`src/rtl/dp_pkg.sv`:
```
// rtl/dp_pkg.sv - shared op codes, register addresses and arbiter state type
package dp_pkg;

    localparam logic [2:0] NoOp  = 3'd0;
    localparam logic [2:0] Copy  = 3'd1;
    localparam logic [2:0] Load1 = 3'd2;
    localparam logic [2:0] Load2 = 3'd3;
    localparam logic [2:0] Add   = 3'd4;
    localparam logic [2:0] Sub   = 3'd5;
    localparam logic [2:0] Mul   = 3'd6;

    localparam logic [3:0] Disp    = 4'd0;
    localparam logic [3:0] Data0   = 4'd1;
    localparam logic [3:0] Data1   = 4'd2;
    localparam logic [3:0] Data2   = 4'd3;
    localparam logic [3:0] Data3   = 4'd4;
    localparam logic [3:0] DataNew = 4'd5;
    localparam logic [3:0] Coef0   = 4'd6;
    localparam logic [3:0] Coef1   = 4'd7;
    localparam logic [3:0] Coef2   = 4'd8;
    localparam logic [3:0] Coef3   = 4'd9;
    localparam logic [3:0] Temp    = 4'd10;

    typedef enum logic [1:0] {
        IDLE    = 2'd0,
        OWN0    = 2'd1,
        OWN1    = 2'd2,
        HANDOFF = 2'd3
    } arb_state_t;

endpackage

```
`src/rtl/flex_counter.sv`:
```
// rtl/flex_counter.sv - clearable up-counter that wraps to zero after the rollover value
module flex_counter #(
    parameter int NUM_CNT_BITS = 4
) (
    input  logic                    clk,
    input  logic                    n_rst,
    input  logic                    clear,
    input  logic                    count_enable,
    input  logic [NUM_CNT_BITS-1:0] rollover_val,
    output logic [NUM_CNT_BITS-1:0] count_out
);

    logic [NUM_CNT_BITS-1:0] r_count;

    // clear wins over enable; an enabled count at the rollover value wraps to zero
    always_ff @(posedge clk or negedge n_rst) begin
        if (!n_rst) begin
            r_count <= '0;
        end else if (clear) begin
            r_count <= '0;
        end else if (count_enable) begin
            if (r_count == rollover_val) begin
                r_count <= '0;
            end else begin
                r_count <= r_count + 1'b1;
            end
        end
    end

    assign count_out = r_count;

endmodule

```
`src/rtl/datapath_arbiter.sv`:
```
// rtl/datapath_arbiter.sv - two-requester datapath arbiter with hold timeout and round robin
module datapath_arbiter #(
    parameter int MAX_HOLD = 16
) (
    input  logic       clk,
    input  logic       n_reset,
    input  logic       req0,
    input  logic [2:0] op0,
    input  logic [3:0] src1_0,
    input  logic [3:0] src2_0,
    input  logic [3:0] dest0,
    input  logic       req1,
    input  logic [2:0] op1,
    input  logic [3:0] src1_1,
    input  logic [3:0] src2_1,
    input  logic [3:0] dest1,
    input  logic       overflow,
    output logic [2:0] op,
    output logic [3:0] src1,
    output logic [3:0] src2,
    output logic [3:0] dest,
    output logic       gnt0,
    output logic       gnt1,
    output logic       ovf0,
    output logic       ovf1,
    output logic       preempt0,
    output logic       preempt1
);

    import dp_pkg::*;

    localparam logic [3:0] HOLD_LIMIT = 4'(MAX_HOLD - 1);

    arb_state_t r_state;
    arb_state_t w_next_state;
    logic       r_last;
    logic       w_next_last;
    logic       r_gnt0;
    logic       r_gnt1;
    logic       r_pre0;
    logic       r_pre1;
    logic       w_pre0;
    logic       w_pre1;
    logic       w_hold_clear;
    logic       w_hold_en;
    logic       w_at_limit;
    logic [3:0] w_hold_cnt;

    // Ownership is only ever entered from IDLE, so clearing there resets the count on every entry.
    assign w_hold_clear = (r_state == IDLE);
    assign w_hold_en    = ((r_state == OWN0) && req1) || ((r_state == OWN1) && req0);
    assign w_at_limit   = (w_hold_cnt == HOLD_LIMIT);

    flex_counter #(
        .NUM_CNT_BITS (4)
    ) u_hold_counter (
        .clk          (clk),
        .n_rst        (n_reset),
        .clear        (w_hold_clear),
        .count_enable (w_hold_en),
        .rollover_val (HOLD_LIMIT),
        .count_out    (w_hold_cnt)
    );

    // next-state: round-robin arbitration in IDLE, release or timeout while owning
    always_comb begin
        w_next_state = r_state;
        w_next_last  = r_last;
        w_pre0       = 1'b0;
        w_pre1       = 1'b0;
        case (r_state)
            IDLE: begin
                if (req0 && req1) begin
                    w_next_state = r_last ? OWN0 : OWN1;
                end else if (req0) begin
                    w_next_state = OWN0;
                end else if (req1) begin
                    w_next_state = OWN1;
                end
            end
            OWN0: begin
                if (!req0) begin
                    w_next_state = HANDOFF;
                    w_next_last  = 1'b0;
                end else if (req1 && w_at_limit) begin
                    w_next_state = HANDOFF;
                    w_next_last  = 1'b0;
                    w_pre0       = 1'b1;
                end
            end
            OWN1: begin
                if (!req1) begin
                    w_next_state = HANDOFF;
                    w_next_last  = 1'b1;
                end else if (req0 && w_at_limit) begin
                    w_next_state = HANDOFF;
                    w_next_last  = 1'b1;
                    w_pre1       = 1'b1;
                end
            end
            default: begin
                w_next_state = IDLE;
            end
        endcase
    end

    // state, grant, preempt and last-served registers
    always_ff @(posedge clk or negedge n_reset) begin
        if (!n_reset) begin
            r_state <= IDLE;
            r_gnt0  <= 1'b0;
            r_gnt1  <= 1'b0;
            r_pre0  <= 1'b0;
            r_pre1  <= 1'b0;
            r_last  <= 1'b1;
        end else begin
            r_state <= w_next_state;
            r_gnt0  <= (w_next_state == OWN0);
            r_gnt1  <= (w_next_state == OWN1);
            r_pre0  <= w_pre0;
            r_pre1  <= w_pre1;
            r_last  <= w_next_last;
        end
    end

    // command and overflow routing follow the current owner; no owner means NoOp
    always_comb begin
        op   = NoOp;
        src1 = 4'd0;
        src2 = 4'd0;
        dest = 4'd0;
        ovf0 = 1'b0;
        ovf1 = 1'b0;
        case (r_state)
            OWN0: begin
                op   = op0;
                src1 = src1_0;
                src2 = src2_0;
                dest = dest0;
                ovf0 = overflow;
            end
            OWN1: begin
                op   = op1;
                src1 = src1_1;
                src2 = src2_1;
                dest = dest1;
                ovf1 = overflow;
            end
            default: begin
            end
        endcase
    end

    assign gnt0     = r_gnt0;
    assign gnt1     = r_gnt1;
    assign preempt0 = r_pre0;
    assign preempt1 = r_pre1;

endmodule

```
`config.mk`:
```
export PLATFORM = sky130hd
export DESIGN_NAME = datapath_arbiter
export DESIGN_NICKNAME = d
export VERILOG_FILES = /design/src/rtl/dp_pkg.sv /design/src/rtl/flex_counter.sv /design/src/rtl/datapath_arbiter.sv
export SDC_FILE = /design/constraint.sdc
export NUM_CORES = 1
export LEC_CHECK = 0
export CELL_PAD_IN_SITES_DETAIL_PLACEMENT = 1
export CELL_PAD_IN_SITES_GLOBAL_PLACEMENT = 2
export CORE_MARGIN = 1.5
export CORE_UTILIZATION = 19
export CTS_CLUSTER_SIZE = 12
export DETAILED_ROUTE_END_ITERATION = 10
export HOLD_SLACK_MARGIN = 0.1
export MAX_ROUTING_LAYER = met4
export PLACE_DENSITY = 0.77
export SETUP_SLACK_MARGIN = 0.2
export SYNTH_ARGS = -nofsm -noshare
export SYNTH_HDL_FRONTEND = slang
export SYNTH_SLANG_ARGS = --single-unit
```
`constraint.sdc`:
```
create_clock -name clk -period 1.65 [get_ports clk]
set_input_delay 0.33 -clock clk [delete_from_list [all_inputs] [get_ports clk]]
set_output_delay 0.33 -clock clk [all_outputs]
set_load 0.05 [all_outputs]
```
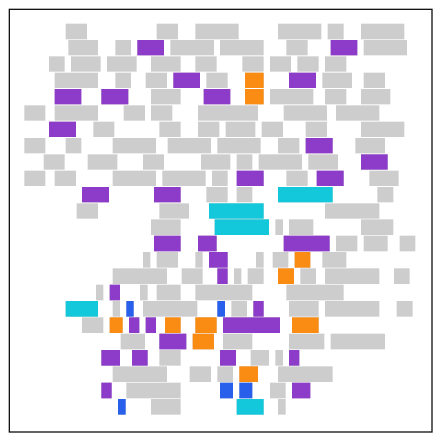
**Above:** gate-type map.
(6 px per um)
- blue: nand cells (cells 5; most used nand2_1; where bottom middle)
- purple: aoi and oai cells (cells 31; most used a22oi_2)
- cyan: fa/ha/maj cells (cells 5; most used ha_4; where middle)
- orange: and/or cells (cells 10)

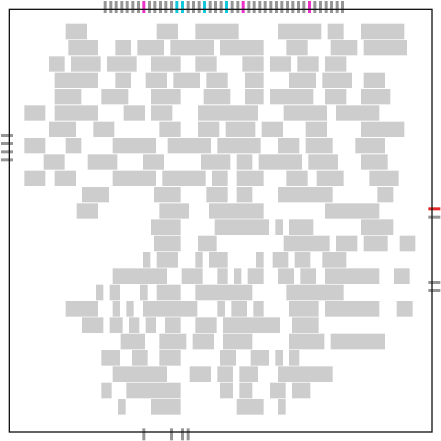
**Above:** I/O pins on the die edge.
(6 px per um) Pins as bars across the die edge, other pins in gray.
- cyan: `src2_1` (pins 4; direction input; edge top)
- red: `preempt0` (pins 1; direction output; edge right)
- magenta: `op1` (pins 3; direction input; edge top)
- all pins by edge: 44 top, 4 bottom, 4 left, 4 right
width of the die: 70.2 um
IO Port Bufs: 55
die height: 70.2 um

==> GITHUB_STEP_SUMMARY <==
## Synthesis and layout report

| Metric | Value |
|---|---|
| Setup crit end kind | output pin |
| Top Layout Cells | clkdlybuf4s50_1, buf_12, buf_4 |
| Fin nets | 211 |
| H-tree Lvls | 1 |
| Adder Share, Synth | 7.29% |
| Max Slew Vio Count | 0 |
| Buffering overhead | 43.1% |
| Top logic family | AND-OR/OR-AND gates |
| Number of global-route vias before repair | 1,136 |
| Fp_density | 19.7% |
| Max_slew headroom | 67.5% |
| Placed standard-cell area | 1870 um^2 |
| Synthesized Nets | 135 |
| Worst Tran Pin Value | 0.486 ns |
| DP Cell Count | 207 |
| CP Launch Point | r_state[1] |
| Initial antenna violation count | 0 |
| Clk sinks | 11 |
| Hold Fails Final Rpt | 0 |
| Setup crit end | src1[2] |
| Period Utilization, post-route | 116% |
| Routed met3 length | 73 um |
| Count of final setup violators | 23 |
| Min-Delay Path Class | input port to async pin |
| Reg2reg setup slack | -0.12 ns |
| Largest class | buffers |
| Cells after synthesis | 95 |
| CP Max Fanout | 7 |
| Pleak | 0.872 nW |
| CP Launch Type | flop |
| Final non-filler cell total | 222 |
| Worst Path Buf+Inv | 3 |
| Pwr dens | 2150 nW/um^2 |
| Remaining global-route overflow | 0 |
| Row count | 24 |
| Setup ws final | -0.258 ns |
| Yosys reg bits | 11 |
| Reg clk slew, reported paths | 0.05 ns |
| Crit path DAT | 1.58 ns |
| Ys flop type | dfrtp_1 |
| WL met1 | 1.38 mm |
| Clk root buf | clkbuf_8 |
| Worst-case clock buffer depth | 2 |
| Post-synth EDFFs | 0 |
| Yosys aoi share | 28.6% |
| CP top delay family | buffers and inverters |
| Busiest grt layer | met2 |
| TAP cells | 52 |
| Critical path depth in cells | 6 |
| Chip Area | 4930 um^2 |
| Drt first pass iters | 4 |
| Fraction of area in multi-input gates | 37.6% |
| Core area | 4350 um^2 |
| Crit-path cells | buf_6 -> ha_4 -> buf_8 -> a22oi_2 -> nor2b_4 -> buf_12 |
| Flop share of the area | 13.0% |
| Design Area, Final | 2140 um^2 |
| Critical path's slowest cell | dfrtp_1 |
| Failing checks | setup timing |
| Setup TNS | -4.30 ns |
| Reg-to-reg endpoint | u_hold_counter.count_out[3] |
| IR drop worst, VDD | 781 uV |
| Async SR Flop Fraction | 100% |
| Yosys Chip Area | 858 um^2 |
| Wire length on met2 | 2.32 mm |
| GPL Wtd Cong | 0.777 |
| Post-DP HPWL | 2.91 mm |
| CTS Hold Buffers Added | 0 |
| Cell count listed in synth_stat.txt | 95 |
| Non-clk bufs | 76 |
| Ranking of synthesized cells by area | dfrtp_1, a22oi_1, nor2b_1 |
| Status | finished with violations |
| Simple share | 25.2% |
| Unique cell types | 32 |
| Met3 usage | 2.45% |
| Largest net degree at the start of global routing | 18 |
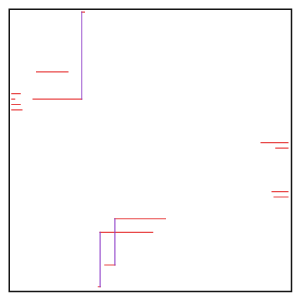
**Above:** metal layers overlaid.
(4 px per um) Only two layers are drawn.
- red: M3 (wire length 73.6 um)
- purple: M4 (wire length 46.9 um)
routed len/inst: 17.2 um
gr usage total: 15.7%
routed wire length: 3.83 mm
DR vias: 1,059

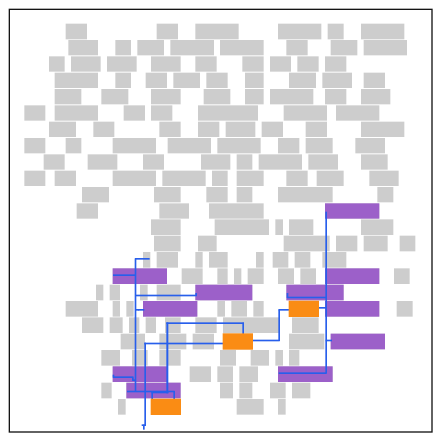
**Above:** clock network drawn from the DEF.
(6 px per um)
- blue: clock wires (length 172 um)
- orange: clock-net drivers (count 3)
- purple: flip-flops (count 11)
- routed clock nets: 4
Setup Skew: 0.00417 ns
fraction of power consumed by the clock network: 5.9%
Skew-Pair Late Insertion Delay: 0.24 ns

==> flip-flops by register name (all words and copies together), names as in the netlist <==
signal and count:
u_hold_counter.count_out 4, r_state 2, gnt0 1, gnt1 1
preempt0 1, preempt1 1, r_last 1
==> power by group <==
part / total [mW] / switching, mW / internal (mW)
registers: 0.438 / 0.0798 / 0.358
logic: 3.90 / 1.85 / 2.06
clock network: 0.270 / 0.101 / 0.170
==> cell usage after synthesis, drive strengths merged (3+ instances only) <==
cell,instances
inv,7
nand2,3
a22oi,16
clkbuf,3
o21ai,3
nor2b,15
a21oi,6
ha,5
dfrtp,10
==> repair_timing <==
action	CTS	global route
resized	16	12
setup endpoints to repair	25	26
buffers inserted	4	6
cloned	1	0
pin swaps	7	5
Power is estimated from default activity; no workload was simulated.
